Run 1, cell placement:
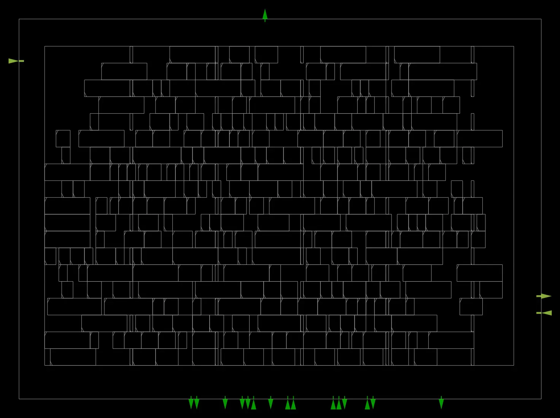
Run 1, cells colored by class:
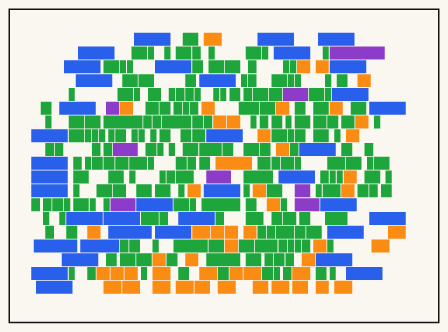
Run 1, local utilization:
8 x 6 tiles, from white (low) to dark blue (high), 0 to 100% covered.
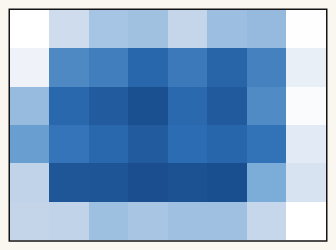
==> src/rtl/chess_pkg.sv <==
// Shared state encoding and player identifiers for the chess clock sequencer.
package chess_pkg;

    typedef enum logic [2:0] {
        ST_IDLE    = 3'd0,
        ST_RUN_P1  = 3'd1,
        ST_RUN_P2  = 3'd2,
        ST_PAUSED  = 3'd3,
        ST_TIMEOUT = 3'd4
    } state_t;

    localparam logic PLAYER_1 = 1'b0;
    localparam logic PLAYER_2 = 1'b1;

    function automatic logic is_running(input state_t s);
        return (s == ST_RUN_P1) || (s == ST_RUN_P2);
    endfunction

    function automatic state_t run_state(input logic player);
        return (player == PLAYER_2) ? ST_RUN_P2 : ST_RUN_P1;
    endfunction

endpackage

==> src/rtl/tick_prescaler.sv <==
// Second-impulse divider: counts running cycles 0..TICK_DIV-1 and emits a registered
// one-cycle TICK during the running cycle whose count is TICK_DIV-1.
module tick_prescaler #(
    parameter int TICK_DIV = 50_000_000
) (
    input  logic CLK,
    input  logic CLR,
    input  logic EN,
    input  logic SYNC_CLR,
    output logic TICK
);

    localparam int CW = $clog2(TICK_DIV);
    localparam logic [CW-1:0] LAST = CW'(TICK_DIV - 1);

    logic [CW-1:0] cnt_q;
    logic [CW-1:0] cnt_d;
    logic          run_q;

    // EN describes the coming cycle; run_q says whether the cycle now ending was a running one.
    always_comb begin
        cnt_d = cnt_q;
        if (SYNC_CLR) begin
            cnt_d = '0;
        end else if (run_q) begin
            cnt_d = (cnt_q == LAST) ? '0 : cnt_q + CW'(1);
        end
    end

    always_ff @(posedge CLK) begin
        if (CLR) begin
            cnt_q <= '0;
            run_q <= 1'b0;
            TICK  <= 1'b0;
        end else begin
            cnt_q <= cnt_d;
            run_q <= EN;
            TICK  <= EN && (cnt_d == LAST);
        end
    end

endmodule

==> src/rtl/chess_turn_ctrl.sv <==
// Chess clock game sequencer: turn FSM, chain clock enables, flag-fall latch and reload pulse.
// Optional per-move delay is compiled in with the CHESS_DELAY_EN macro.
module chess_turn_ctrl
    import chess_pkg::*;
#(
    parameter int TICK_DIV = 50_000_000,
    parameter int DELAY_S  = 5
) (
    input  logic       CLK,
    input  logic       CLR,
    input  logic       BTN_START,
    input  logic       BTN_NEW,
    input  logic       BTN_P1,
    input  logic       BTN_P2,
    input  logic       OVF_P1,
    input  logic       OVF_P2,
    output logic       CE_P1,
    output logic       CE_P2,
    output logic       IMPULSE,
    output logic       RELOAD,
    output logic       ACTIVE,
    output logic       RUNNING,
    output logic [1:0] FLAG,
    output state_t     STATE
);

    if (TICK_DIV < 2) begin : g_bad_div
        $error("TICK_DIV must be at least 2");
    end
    if ((DELAY_S < 0) || (DELAY_S > 15)) begin : g_bad_delay
        $error("DELAY_S must be within 0..15");
    end

    state_t     state_q, state_d;
    logic       active_q, active_d;
    logic [1:0] flag_q, flag_d;
    logic [1:0] ce_q, ce_d;
    logic       reload_q, reload_d;
    logic       switch_turn;
    logic       presc_clr;
    logic       run_d;
    logic       gate_open;

    // Priority: BTN_NEW, then flag-fall, then start/pause, then the move button.
    always_comb begin
        state_d     = state_q;
        active_d    = active_q;
        flag_d      = flag_q;
        reload_d    = 1'b0;
        switch_turn = 1'b0;
        if (BTN_NEW) begin
            state_d  = ST_IDLE;
            active_d = PLAYER_1;
            flag_d   = 2'b00;
            reload_d = 1'b1;
        end else begin
            case (state_q)
                ST_IDLE: begin
                    if (BTN_START) state_d = ST_RUN_P1;
                end
                ST_RUN_P1: begin
                    if (ce_q[0] && OVF_P1) begin
                        state_d   = ST_TIMEOUT;
                        flag_d[0] = 1'b1;
                    end else if (BTN_START) begin
                        state_d = ST_PAUSED;
                    end else if (BTN_P1) begin
                        state_d     = ST_RUN_P2;
                        active_d    = PLAYER_2;
                        switch_turn = 1'b1;
                    end
                end
                ST_RUN_P2: begin
                    if (ce_q[1] && OVF_P2) begin
                        state_d   = ST_TIMEOUT;
                        flag_d[1] = 1'b1;
                    end else if (BTN_START) begin
                        state_d = ST_PAUSED;
                    end else if (BTN_P2) begin
                        state_d     = ST_RUN_P1;
                        active_d    = PLAYER_1;
                        switch_turn = 1'b1;
                    end
                end
                ST_PAUSED: begin
                    if (BTN_START) state_d = run_state(active_q);
                end
                ST_TIMEOUT: begin
                    state_d = ST_TIMEOUT;
                end
                default: begin
                    state_d = ST_IDLE;
                end
            endcase
        end
    end

    assign presc_clr = BTN_NEW || switch_turn;
    assign run_d     = is_running(state_d);

`ifdef CHESS_DELAY_EN
    localparam logic [3:0] DELAY_INIT = 4'(DELAY_S);

    logic [3:0] delay_q, delay_d;

    // Delay only counts impulses, and impulses only occur while running, so PAUSED freezes it.
    always_comb begin
        delay_d = delay_q;
        if (BTN_NEW) begin
            delay_d = 4'd0;
        end else if (switch_turn) begin
            delay_d = DELAY_INIT;
        end else if (IMPULSE && (delay_q != 4'd0)) begin
            delay_d = delay_q - 4'd1;
        end
    end

    always_ff @(posedge CLK) begin
        if (CLR) delay_q <= 4'd0;
        else     delay_q <= delay_d;
    end

    assign gate_open = (delay_d == 4'd0);
`else
    assign gate_open = 1'b1;
`endif

    assign ce_d[0] = (state_d == ST_RUN_P1) && gate_open;
    assign ce_d[1] = (state_d == ST_RUN_P2) && gate_open;

    always_ff @(posedge CLK) begin
        if (CLR) begin
            state_q  <= ST_IDLE;
            active_q <= PLAYER_1;
            flag_q   <= 2'b00;
            ce_q     <= 2'b00;
            reload_q <= 1'b1;
        end else begin
            state_q  <= state_d;
            active_q <= active_d;
            flag_q   <= flag_d;
            ce_q     <= ce_d;
            reload_q <= reload_d;
        end
    end

    tick_prescaler #(
        .TICK_DIV(TICK_DIV)
    ) u_prescaler (
        .CLK     (CLK),
        .CLR     (CLR),
        .EN      (run_d),
        .SYNC_CLR(presc_clr),
        .TICK    (IMPULSE)
    );

    assign CE_P1   = ce_q[0];
    assign CE_P2   = ce_q[1];
    assign RELOAD  = reload_q;
    assign ACTIVE  = active_q;
    assign RUNNING = is_running(state_q);
    assign FLAG    = flag_q;
    assign STATE   = state_q;

endmodule

==> config.mk <==
export PLATFORM = sky130hd
export DESIGN_NAME = chess_turn_ctrl
export DESIGN_NICKNAME = d
export VERILOG_FILES = /design/src/rtl/chess_pkg.sv /design/src/rtl/tick_prescaler.sv /design/src/rtl/chess_turn_ctrl.sv
export SDC_FILE = /design/constraint.sdc
export NUM_CORES = 1
export LEC_CHECK = 0
export ABC_CLOCK_PERIOD_IN_PS = 2200
export CORE_ASPECT_RATIO = 0.7
export CORE_MARGIN = 4
export CORE_UTILIZATION = 52
export DETAILED_ROUTE_END_ITERATION = 10
export PLACE_DENSITY = 0.76
export SLEW_MARGIN = 20
export SYNTH_ARGS = -nofsm -noshare
export SYNTH_HDL_FRONTEND = slang
export SYNTH_HIERARCHICAL = 1
export SYNTH_SLANG_ARGS = --single-unit
==> constraint.sdc <==
create_clock -name CLK -period 2.2 [get_ports CLK]
set_input_delay 0.44 -clock CLK [delete_from_list [all_inputs] [get_ports CLK]]
set_output_delay 0.44 -clock CLK [all_outputs]
set_load 0.02 [all_outputs]
==> results.py, run 1 <==
# Flow results
metrics = {
    "final_layout": {
        "area_growth_pct": 27.1,
        "fin_nets": 313,
    },
    "logic_synthesis": {
        "top_cells_by_count": "nor2_1, dfxtp_1, nand2_1, xnor2_1",
        "synth.distinct_cells": 55,
        "synthMuxAreaShare_pct": 0.470,
        "top_cell": "nor2_1",
        "adder_share_pct": 1.06,
    },
    "power": {
        "clock_net_power_mw": 0.598,
        "p_comb_share_pct": 9.4,
        "p_switching_mw": 0.331,
        "clkPwrFrac_pct": 42.3,
        "swShare_pct": 23.4,
        "ir_drop_uv": 437,
        "p_leak_nw": 0.950,
        "power_leader": "sequential cells",
    },
    "setup_path": {
        "startpoint": "STATE[0]$_SDFF_PP0_",
        "required_ps": 2420,
        "worst-setup-path-type": "flip-flop to flip-flop",
    },
    "drt": {
        "wl_met2_um": 2110,
        "drtAntennaViolNets": 0,
    },
    "floorplanning": {
        "die_height_um": 61.5,
        "die_w_um": 84.5,
    },
    "outcome": {
        "outcome": "finished, violations left",
        "violations": "setup timing",
    },
    "cts": {
        "htree_levels": 2,
    },
    "global_route": {
        "antenna_found_initial": 0,
        "grtUsageMet2_pct": 28.5,
        "grt_pass1_wl_um": 8600,
        "overflow": 0,
    },
    "place": {
        "io_buffers": 18,
        "routabilityCongestion": 0.964,
    },
    "final_timing": {
        "layout_setup_ws_ps": -29.5,
        "setup_viol": 1,
        "slew_viol_final": 0,
    },
    "worst_hold_path": {
        "min_from": "FLAG[0]$_SDFFE_PP0P_",
    },
}
Back to the opening pictures, 'cell placement':
Post-Layout Cell Count: 357
Fill cells: 321
Core Util, Final: 69.0%
area of the core: 3920 um^2
Rows: 19

Back to the opening pictures, 'cells colored by class':
legend:
  all other logic:
    color: green
    cells: 209
    share_of_their_area: 51%
  flops:
    color: blue
    cells: 37
    share_of_their_area: 28%
  other buffers and delay cells:
    color: orange
    cells: 51
    share_of_their_area: 17%
  clock drivers and dummy loads:
    color: purple
    cells: 8
    share_of_their_area: 4.4%

Back to the opening pictures, 'local utilization':
mean over tiles: 51%
fullest tile: 88%
densest ninth of the die: center

## run 1: cell families after synthesis
kind of cell,count (synthesis)
simple gates,138
xor+xnor,27
compound gates,38
fa+ha+maj,2
flops,37
mux,1
buf+inv,14
## run 1: area by class of cell
class,count,area [um^2],area share [%]
Multi-Input combinational cell,206,1330,49.1
Clock inverter,3,46.3,1.71
Timing Repair Buffer,51,437,16.1
Clock buffer,5,68.8,2.54
Tap cell,52,65.1,2.40
Inverter,3,11.3,0.416
Sequential cell,37,749,27.7
## run 1: through the flow
stage / hold WS [ps] / TNS (ps) / cells / utilization, %
finish: 478 / -29.5 / 357 / 69.0
global route: 514 / -261 / 357 / 69.0
CTS: 485 / -36.5 / 356 / 68.8
detailed placement: 467 / -7680 / 346 / 65.3
global placement: 451 / -6270 / 346 / 65.3
floorplan: 453 / -15.6 / 257 / -
## Run 2: what changed since run 1
--- a/config.mk
+++ b/config.mk
@@ -9,6 +9,7 @@
 export CORE_ASPECT_RATIO = 0.7
 export CORE_MARGIN = 4
 export CORE_UTILIZATION = 52
+export CTS_CLUSTER_SIZE = 12
 export DETAILED_ROUTE_END_ITERATION = 10
 export PLACE_DENSITY = 0.76
 export SLEW_MARGIN = 20
Run 2, local utilization:
8 x 6 tiles, from white (low) to dark blue (high), 0 to 100% covered.
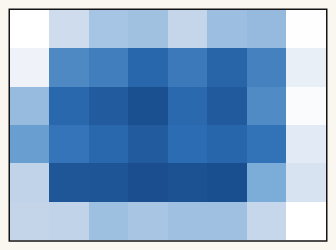
nearly empty tiles: 6.2%
mean over tiles: 51%
tiles over 75% full: 33%
densest ninth of the die: center
fullest tile: 88%

==> run 2 against run 1 <==
The flow still finishes with violations (setup timing). Fmax unchanged. Global-route usage unchanged. Final area unchanged. Synthesized cell count unchanged.
==> results.py, run 2 <==
# Flow results
metrics = {
    "final_layout": {
        "final-seq-area_um2": 749,
        "logic_area_um2": 1330,
        "sh_seq_area_pct": 27.7,
        "n_fill_cell": 321,
        "clockBufferCount": 5,
        "flops": 37,
        "fin_util_pct": 69.0,
        "clk_share_pct": 4.25,
        "fin_nets": 313,
        "area_growth_pct": 27.1,
        "nonClockInverterCount": 3,
        "top_area_cell_class": "logic gates",
    },
    "floorplanning": {
        "die_w_um": 84.5,
        "die_height_um": 61.5,
        "core_region_area_um2": 3920,
        "tapCellCount": 52,
        "std_cell_rows": 19,
    },
    "outcome": {
        "outcome": "finished, violations left",
        "violations": "setup timing",
    },
    "power": {
        "ir_drop_uv": 437,
        "p_leak_nw": 0.950,
        "p_switching_mw": 0.331,
        "power_leader": "sequential cells",
        "clkPwrFrac_pct": 42.3,
    },
    "logic_synthesis": {
        "synthMuxAreaShare_pct": 0.470,
        "synth.distinct_cells": 55,
        "top_cells_by_count": "nor2_1, dfxtp_1, nand2_1, xnor2_1",
    },
    "setup_path": {
        "required_ps": 2420,
        "worst-setup-path-type": "flip-flop to flip-flop",
    },
    "final_timing": {
        "setup_tns_ps": -29.5,
        "layout_setup_ws_ps": -29.5,
        "slew_viol_final": 0,
        "setup_viol": 1,
    },
    "global_route": {
        "overflow": 0,
        "antenna_found_initial": 0,
        "grt_pass1_wl_um": 8600,
    },
    "place": {
        "io_buffers": 18,
        "routabilityCongestion": 0.964,
    },
    "drt": {
        "drtAntennaViolNets": 0,
        "wl_met2_um": 2110,
    },
    "cts": {
        "htree_levels": 2,
    },
}
Run 2, the metal 3 layer:
Scale bar: 20 um.
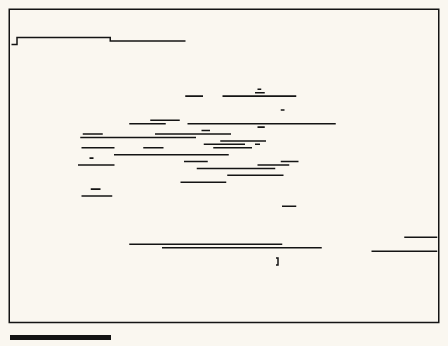
longest straight run: 31.3 um
wire length on this layer: 345 um
main direction: horizontal
share of all routed wire: 6.5%
nets with wire on the layer: 27

[run 2: cell counts after synthesis]
Identical to the previous run, type by type.
[run 2: worst paths after layout]
path / from / to / slack [ps] / cells after the start
max: STATE[0]$_SDFF_PP0_ / u_prescaler/TICK$_SDFF_PP0_ / -30 / 10
min: FLAG[0]$_SDFFE_PP0P_ / FLAG[0]$_SDFFE_PP0P_ / 480 / 2
max reg2reg: STATE[0]$_SDFF_PP0_ / u_prescaler/TICK$_SDFF_PP0_ / -30 / 10
min reg2reg: FLAG[0]$_SDFFE_PP0P_ / FLAG[0]$_SDFFE_PP0P_ / 480 / 2
[run 2: metrics by stage]
stage	instances	worst slack, ps	area [um^2]
after global placement	346	-382	2560
after floorplan	257	-15.6	2150
after detailed placement	346	-516	2560
final	357	-29.5	2710
after CTS	356	-36.5	2700
after global routing	357	-258	2710
Power and IR drop assume default switching activity.
